### M3 wires, run 1

(4 px per um)
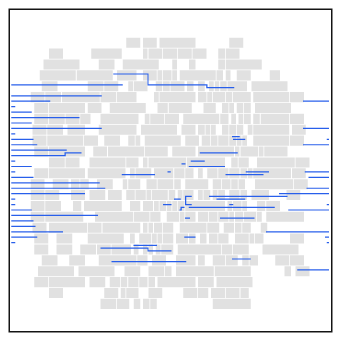
### Routing congestion map, run 1

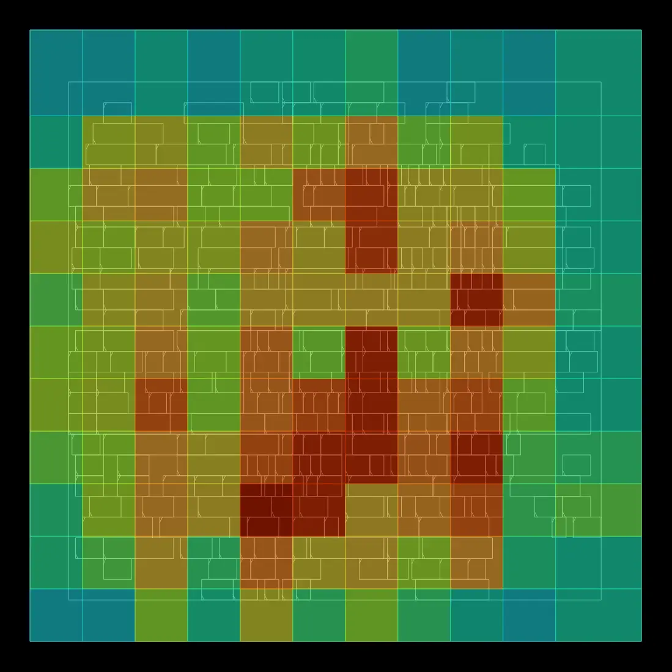
### M1 wires, run 1

(8 px per um) Supply wires on this layer in gray.
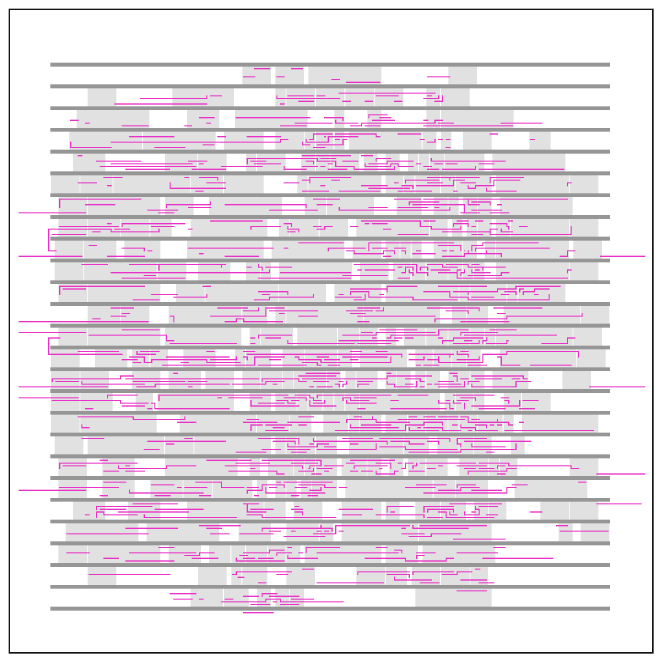
## src/rtl/imem_loader.sv

```systemverilog
// Byte-stream loader for instructionMemory: packs 3 bytes per instruction, writes from address 0 up to the halt word.
// Optional trailer checksum check when IMEM_LOADER_CHECKSUM_EN is defined.
module imem_loader #(
  parameter int ADDR_W = 12,
  parameter int INST_W = 19
) (
  input  logic              clk,
  input  logic              rst_n,
  input  logic              start,
  input  logic [7:0]        in_data,
  input  logic              in_valid,
  output logic              in_ready,
  output logic              wr_en,
  output logic [ADDR_W-1:0] wr_addr,
  output logic [INST_W-1:0] wr_data,
  output logic              cpu_hold,
  output logic              busy,
  output logic              done,
  output logic              err,
  output logic [ADDR_W:0]   word_count
);

  typedef enum logic [2:0] {
    IDLE,
    RECV,
    WRITE,
`ifdef IMEM_LOADER_CHECKSUM_EN
    CHK,
`endif
    DONE,
    ERR
  } state_t;

  state_t            state_q, state_d;
  logic [1:0]        idx_q, idx_d;
  logic [INST_W-1:0] data_q, data_d;
  logic [ADDR_W-1:0] addr_q, addr_d;
  logic [ADDR_W:0]   count_q, count_d;
  logic              accept;
`ifdef IMEM_LOADER_CHECKSUM_EN
  logic [7:0]        csum_q, csum_d;
`endif

  assign accept = in_valid && in_ready;

  always_ff @(posedge clk or negedge rst_n) begin
    if (!rst_n) begin
      state_q <= IDLE;
      idx_q   <= '0;
      data_q  <= '0;
      addr_q  <= '0;
      count_q <= '0;
`ifdef IMEM_LOADER_CHECKSUM_EN
      csum_q  <= '0;
`endif
    end else begin
      state_q <= state_d;
      idx_q   <= idx_d;
      data_q  <= data_d;
      addr_q  <= addr_d;
      count_q <= count_d;
`ifdef IMEM_LOADER_CHECKSUM_EN
      csum_q  <= csum_d;
`endif
    end
  end

  always_comb begin
    state_d = state_q;
    idx_d   = idx_q;
    data_d  = data_q;
    addr_d  = addr_q;
    count_d = count_q;
`ifdef IMEM_LOADER_CHECKSUM_EN
    csum_d  = csum_q;
`endif
    case (state_q)
      IDLE, DONE, ERR: begin
        if (start) begin
          state_d = RECV;
          idx_d   = '0;
          addr_d  = '0;
          count_d = '0;
`ifdef IMEM_LOADER_CHECKSUM_EN
          csum_d  = '0;
`endif
        end
      end
      RECV: begin
        if (accept) begin
`ifdef IMEM_LOADER_CHECKSUM_EN
          csum_d = csum_q ^ in_data;
`endif
          // Big-endian packing; bits of byte0 above the instruction width are dropped.
          if (idx_q == 2'd0) begin
            data_d[INST_W-1:16] = in_data[INST_W-17:0];
            idx_d = 2'd1;
          end else if (idx_q == 2'd1) begin
            data_d[15:8] = in_data;
            idx_d = 2'd2;
          end else begin
            data_d[7:0] = in_data;
            idx_d   = 2'd0;
            state_d = WRITE;
          end
        end
      end
      WRITE: begin
        count_d = count_q + 1'b1;
        if (data_q == '0) begin
`ifdef IMEM_LOADER_CHECKSUM_EN
          state_d = CHK;
`else
          state_d = DONE;
`endif
        end else if (addr_q == '1) begin
          state_d = ERR;
        end else begin
          addr_d  = addr_q + 1'b1;
          state_d = RECV;
        end
      end
`ifdef IMEM_LOADER_CHECKSUM_EN
      CHK: begin
        if (accept) begin
          state_d = (in_data == csum_q) ? DONE : ERR;
        end
      end
`endif
      default: state_d = IDLE;
    endcase
  end

  // Outputs decode straight from the state register, so reset kills wr_en immediately.
  always_comb begin
    in_ready = 1'b0;
    busy     = 1'b0;
    wr_en    = 1'b0;
    done     = 1'b0;
    err      = 1'b0;
    cpu_hold = 1'b1;
    case (state_q)
      RECV: begin
        in_ready = 1'b1;
        busy     = 1'b1;
      end
      WRITE: begin
        wr_en = 1'b1;
        busy  = 1'b1;
      end
`ifdef IMEM_LOADER_CHECKSUM_EN
      CHK: begin
        in_ready = 1'b1;
        busy     = 1'b1;
      end
`endif
      DONE: begin
        done     = 1'b1;
        cpu_hold = 1'b0;
      end
      ERR: err = 1'b1;
      default: ;
    endcase
  end

  assign wr_addr    = addr_q;
  assign wr_data    = data_q;
  assign word_count = count_q;

endmodule

```

## config.mk

```make
export PLATFORM = sky130hd
export DESIGN_NAME = imem_loader
export DESIGN_NICKNAME = d
export VERILOG_FILES = /design/src/rtl/imem_loader.sv
export SDC_FILE = /design/constraint.sdc
export NUM_CORES = 1
export LEC_CHECK = 0
export CAP_MARGIN = 20
export CORE_MARGIN = 5
export CORE_UTILIZATION = 48
export DETAILED_ROUTE_END_ITERATION = 8
export GPL_TIMING_DRIVEN = 1
export PLACE_DENSITY = 0.86
export SETUP_SLACK_MARGIN = 0.5
export SLEW_MARGIN = 10
export SYNTH_ARGS = -nofsm -noshare
export SYNTH_HDL_FRONTEND = slang
export SYNTH_SLANG_ARGS = --single-unit
```

## constraint.sdc

```tcl
create_clock -name clk -period 2.3 [get_ports clk]
set_clock_uncertainty 0.05 [all_clocks]
set_input_delay 0.23 -clock clk [delete_from_list [all_inputs] [get_ports clk]]
set_output_delay 0.23 -clock clk [all_outputs]
set_load 0.02 [all_outputs]
```

==> flow_summary.toml, run 1 <==
# physical design summary
[routing]
post_drt_wl_per_cell_um = 17.48
vias_per_cell = 5.658
drcViolationCount = 0
ant_nets = 0
wl_met3_um = 564
drtPass1Iterations = 4
drt_iter0_drc = 192

[critical_path]
slowest_delay_ns = 0.44
r2r_slack_ns = 0.47
crit_fanout = 6
crit_chain = "or3b_4, clkinv_4, o41ai_4, o21bai_4, and2_4, a211o_1"
critical_path.top_delay_family = "simple AND/OR/NAND/NOR gates"
crit_path_end = "wr_addr[9]"
rr_startpoint = "state_q[0]"
critPathKind = "register to register"
r2r-end = "wr_addr[9]"
path_buffers = 1
crit_cells = 6
critPathSlowestCell = "dfrtp_2"
cp-end-kind = "register"
r2r_cells = 6
critPathRequiredTime_ns = 2.45
start_kind = "register"
cp-startpoint = "state_q[0]"

[synthesis]
common_cells = "dfrtp_1 (49), nand2_1 (34), nand3_1 (22), mux2_2 (19), nor2_1 (16)"
top_area_share_pct = 51.74
synth.net_count = 244
synth_area_per_cell_um2 = 10.30
ys.flops = 49
ys_types = 39
yosys_warnings = 0
ys_chip_area_um2 = 2370
synth_cells = 230
ys_seq_share_pct = 51.74
yosys-stat-cells = 230
ys_async_sr_fraction_pct = 100.0
syn-cell-area_um2 = 2370

[hold_path]
min_from = "word_count[12]"
min_path_cells = 1
hp-class = "register to register"
hold-path-endpoint = "word_count[12]"

[flow_run]
tool_warnings = 29
maxCapViolations = 0

[sta]
post-route-worst-setup-slack_ns = 0.4682
hold_ws_ns = 0.4409
max_slew_margin_pct = 52.39
max_freq_mhz = 545.9
finalCriticalPeriod_ns = 1.832
finalSetupViolCount = 0
setup_tns_ns = 0
slew_viol_final = 0
rsz0062_at_grt = "yes"
hold_viol = 0
worst_slew_pin_slew_ns = 0.7141

[floorplanning]
dieArea_um2 = 6442
dieWidth_um = 80.27
ios = 62
die_h_um = 80.27
fp-utilization_pct = 49.84
core-area_um2 = 4755

[status]
status = "finished clean"

[global_route]
overflow = 0
grt_pass1_wl_um = 10470
grtUsageTotal_pct = 20.88
grt_pass1_vias = 2166

[place]
io_buffer_count = 61
dpl_worst_slack_ns = 0.3029

[clock_network]
ctsRootBufferMaster = "clkbuf_8"
ctsLongestPathBuffers = 2
cts_tree = "done"
clock-sinks = 49
htreeDepth = 2
cts_buffers = 5
clk_latency_ns = 0.31

[finish]
post-route-cell-area_um2 = 3535
final_cell_mix = "clkdlybuf4s50_1 (54), nand2_1 (31), dfrtp_1 (30), buf_4 (25), nand3_1 (22)"
diodes = 0

[power_and_ir_drop]
ir_worst_vdd_mv = 0.8063
p_leak_nw = 1.492
-- 'M3 wires' (at the start) --
nets with wire on the layer: 62
main direction: horizontal
Via Count: 2201
drt total wl: 6798 um
met3 Use GR: 7.175%

-- 'Routing congestion map' (at the start) --
final core occ: 74.34%
busiest grt layer: met2
M2 GR Usage: 35.76%

-- 'M1 wires' (at the start) --
wire length on this layer: 2750 um
longest straight run: 21.2 um
nets with wire on the layer: 297
share of all routed wire: 40%

run 1: logic make-up after synthesis:
| logic type | after synthesis | synth area share, % |
|---|---|---|
| buffers and inverters | 13 | 3.010 |
| XOR/XNOR | 1 | 0.3697 |
| AND/OR/NAND/NOR | 98 | 19.75 |
| adder cells (fa/ha/maj) | 2 | 1.056 |
| AND-OR/OR-AND | 42 | 12.51 |
| flip-flops | 49 | 51.74 |
| multiplexers | 25 | 11.56 |
run 1: power breakdown:
part	switching [mW]	internal, mW
clock	0.292	0.355
sequential	0.353	1.17
combinational	0.943	0.968
run 1: per-stage QoR:
stage | cells | power (mW) | utilization, %
after floorplan | 230 | 2.349 | -
after global placement | 357 | 3.098 | 64.84
after detailed placement | 357 | 3.143 | 64.84
after CTS | 372 | 3.850 | 69.29
after global routing | 389 | 4.291 | 74.34
final | 389 | 4.079 | 74.34
run 1: timing repair:
item | 4_1_cts | 5_1_grt
endpoints found under the hold margin | 31 | 0
endpoints found under the setup margin | 24 | 36
hold buffers | 1 | 0
pin swaps | 3 | 16
gates resized | 25 | 32
setup buffers | 6 | 17
run 1: layer usage:
metal  track usage, %  up-vias
li1                 -     1018
met1            24.91     1086
met2            35.76       87
met3            7.175       10
met4            5.574        0
met5                0        -
run 1: final cells by class:
type / count / area, um^2
Timing Repair Buffer: 91 / 839.6
Inverter: 6 / 27.53
Multi-Input combinational cell: 168 / 1217
Clock inverter: 1 / 30.03
Sequential cell: 49 / 1250
Fill cell: 320 / 1220
Tap cell: 67 / 83.83
Clock buffer: 7 / 86.33
run 1: flip-flops by register name, summed over array words and instances, names as in the netlist:
name / count
idx_q: 2
word_count: 13
state_q: 3
wr_addr: 12
wr_data: 19
==> run 2, diff against run 1 <==
==> constraint.sdc (replaced) <==
create_clock -name clk -period 1.91 [get_ports clk]
set_clock_uncertainty 0.05 [all_clocks]
set_input_delay 0.191 -clock clk [delete_from_list [all_inputs] [get_ports clk]]
set_output_delay 0.191 -clock clk [all_outputs]
set_load 0.02 [all_outputs]
### M1 wires, run 2

(8 px per um) Supply wires on this layer in gray.
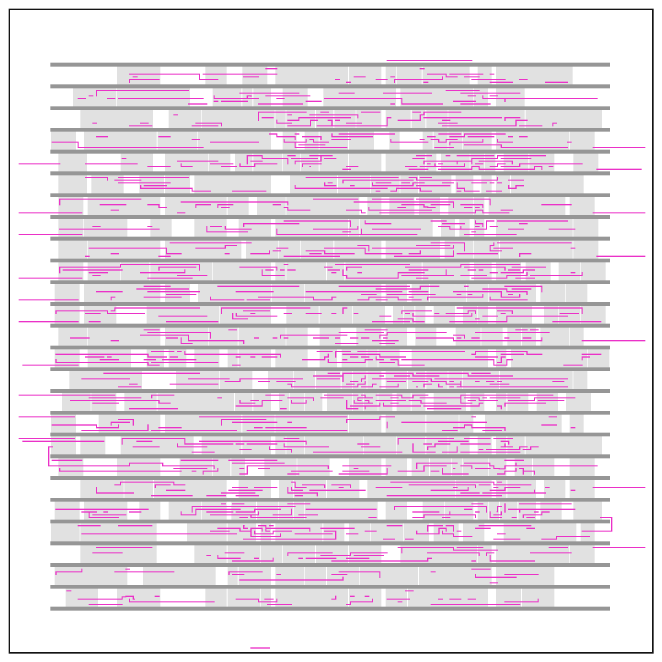
share of all routed wire: 40%
wire length on this layer: 3130 um
nets with wire on the layer: 328
longest straight run: 19.3 um

==> run 2 against run 1 <==
- synthesized area unchanged
- highest routed layer unchanged
- global-route usage rose by 2.5 points
- critical path depth unchanged
- synthesized cell count did not move
- die area unchanged
- power is 34% higher
- cell count up 8.2%
==> flow_summary.toml, run 2 <==
# physical design summary
[hold_path]
hp-class = "input port to async pin"

[synthesis]
syn-cell-area_um2 = 2370
ys_chip_area_um2 = 2370
synth_cells = 230
synth-edff-count = 0
synth.net_count = 244
ys_seq_share_pct = 51.74
yosys_warnings = 0
ys_types = 39
ys.flops = 49
ys_async_sr_fraction_pct = 100.0
yosys_most_used_dff = "dfrtp_1"
common_cells = "dfrtp_1 (49), nand2_1 (34), nand3_1 (22), mux2_2 (19), nor2_1 (16)"
yosysTopAreaCell = "dfrtp_1"
ys_top_cells_by_area = "dfrtp_1 (52%), mux2_2 (9.0%), nand2_1 (5.4%)"
yosys-stat-cells = 230
top_area_share_pct = 51.74
synth_area_per_cell_um2 = 10.30

[power_and_ir_drop]
p_leak_nw = 1.919
ir_worst_vdd_mv = 0.9734
total_power_mw = 5.479
powerDensity_nw_per_um2 = 1348

[routing]
wl_met2_um = 3810
wl_met3_um = 701
ant_nets = 0
highest_layer = "met4"
drtPass1Iterations = 6
drcViolationCount = 0
vias_per_cell = 5.786
drt_iter0_drc = 198

[critical_path]
critPathKind = "register to register"
crit_fanout = 6
crit_chain = "or3b_4, clkinv_4, o41ai_4, o21bai_4, and2_4, a211o_1"
r2r-end = "wr_addr[11]"
r2r_cells = 6
rr_startpoint = "state_q[2]"
critPathRequiredTime_ns = 2.06
cp-end-kind = "register"
start_kind = "register"
r2r_slack_ns = 0.05
slowest_delay_ns = 0.44
critPathSlowestCell = "or3b_4"

[global_route]
grt_pass1_wl_um = 11630
grt_max_degree = 26
grt_antenna_before_repair = 0
grt_pass1_vias = 2349
grtUsageTotal_pct = 23.33
overflow = 0

[clock_network]
htreeDepth = 2
cts_setup_buffers = 29
clock-sinks = 49
cts_buffers = 5
ctsLongestPathBuffers = 2
clk_latency_ns = 0.31
clk_pin_slew_ns = 0.09
hold_buffers = 1
cts-resized-gates = 134
cts_tree = "done"
ctsRootBufferMaster = "clkbuf_8"

[floorplanning]
dieArea_um2 = 6442
ios = 62
row_count = 25
fp-utilization_pct = 49.84
dieWidth_um = 80.27
die_h_um = 80.27
core-area_um2 = 4755

[sta]
finalCritPeriodShare_pct = 97.24
worst_slew_pin_slew_ns = 0.5918
post-route-worst-setup-slack_ns = 0.05275
hold_viol = 0
hold_ws_ns = 0.3566
slew_viol_final = 0
finalCriticalPeriod_ns = 1.857
rsz0062_at_grt = "yes"
setup_tns_ns = 0
max_freq_mhz = 538.4
max_slew_margin_pct = 60.55
finalSetupViolCount = 0

[place]
io_buffer_count = 61
hpwl_um = 4236
globalplace.congestion = 0.8851
dpl_worst_slack_ns = 0.07077

[finish]
lay_top_count = "buf_4"
final_util_pct = 85.47
syn2layout_area_growth_pct = 71.49
final_cell_mix = "buf_4 (41), dlygate4sd2_1 (37), dfrtp_1 (30), nand2_1 (23), buf_6 (22)"
nNetsFinal = 367
diodes = 0
largest_register_ff_count = 19
final_layout_size_suffix_gt1_share_pct = 51.13

[flow_run]
maxCapViolations = 0
tool_warnings = 29

[status]
status = "finished clean"
### Wiring by layer, run 2

(6 px per um) Two of the layers only.
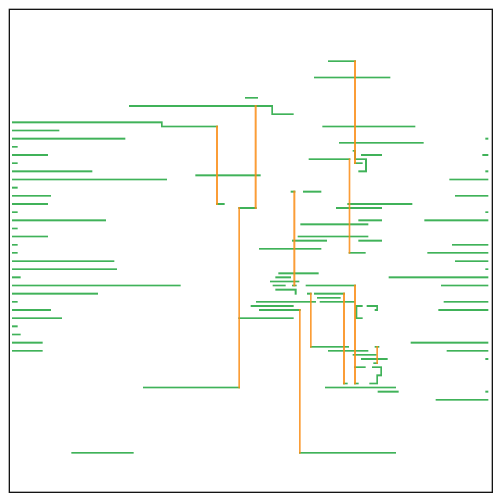
[orange] met4 | wire length: 175 um
[green] met3 | wire length: 702 um
routed len/inst: 18.58 um
Via Count: 2436
drt total wl: 7821 um

run 2: metal layers:
layer	vias to the layer above	GRT usage (%)
met5	-	0
met1	1183	29.27
met3	24	7.063
li1	1088	-
met4	0	9.122
met2	141	37.58
run 2: how the worst max path moves through the flow:
stage / start / to / slack, ns / cells after the start
CTS: state_q[0] / wr_addr[9] / 0.15 / 6
finish: state_q[2] / wr_addr[11] / 0.05 / 6
floorplan: state_q[2] / wr_addr[11] / 0.05 / 8
global route: wr_data[9] / wr_addr[9] / -0.02 / 6
detailed placement: state_q[2] / wr_addr[9] / 0.07 / 6
global placement: wr_data[1] / wr_addr[7] / -0.01 / 6
run 2: stage by stage:
stage / instance area, um^2 / instances
after floorplan: 2514 / 230
after global routing: 4064 / 421
after global placement: 3271 / 367
after CTS: 3770 / 406
after detailed placement: 3271 / 367
final: 4064 / 421
run 2: cells by family after synthesis:
family                   count (synthesis)  synth area share, %
XOR/XNOR                                 1               0.3697
buffers and inverters                   13                3.010
flip-flops                              49                51.74
adder cells (fa/ha/maj)                  2                1.056
AND/OR/NAND/NOR                         98                19.75
AND-OR/OR-AND                           42                12.51
multiplexers                            25                11.56
run 2: worst max-delay path, delay by kind of cell, from the launching register on:
kind / cells / cell delay, ns
flops: 1 / 0.40
simple gates: 2 / 0.61
buf+inv: 1 / 0.09
compound gates: 3 / 0.60
run 2: power breakdown:
group / switching [mW] / internal [mW]
sequential: 0.435 / 1.41
combinational: 1.43 / 1.42
clock: 0.357 / 0.427
total: 2.22 / 3.26
run 2: final cells by class:
cell class,instances,area (um^2)
Inverter,6,30.03
Sequential cell,49,1250
Multi-Input combinational cell,169,1483
Clock inverter,1,30.03
Timing Repair Buffer,122,1101
Fill cell,239,690.7
Tap cell,67,83.83
Clock buffer,7,86.33
Power figures rest on the tool's default switching activity, not on a simulated workload.
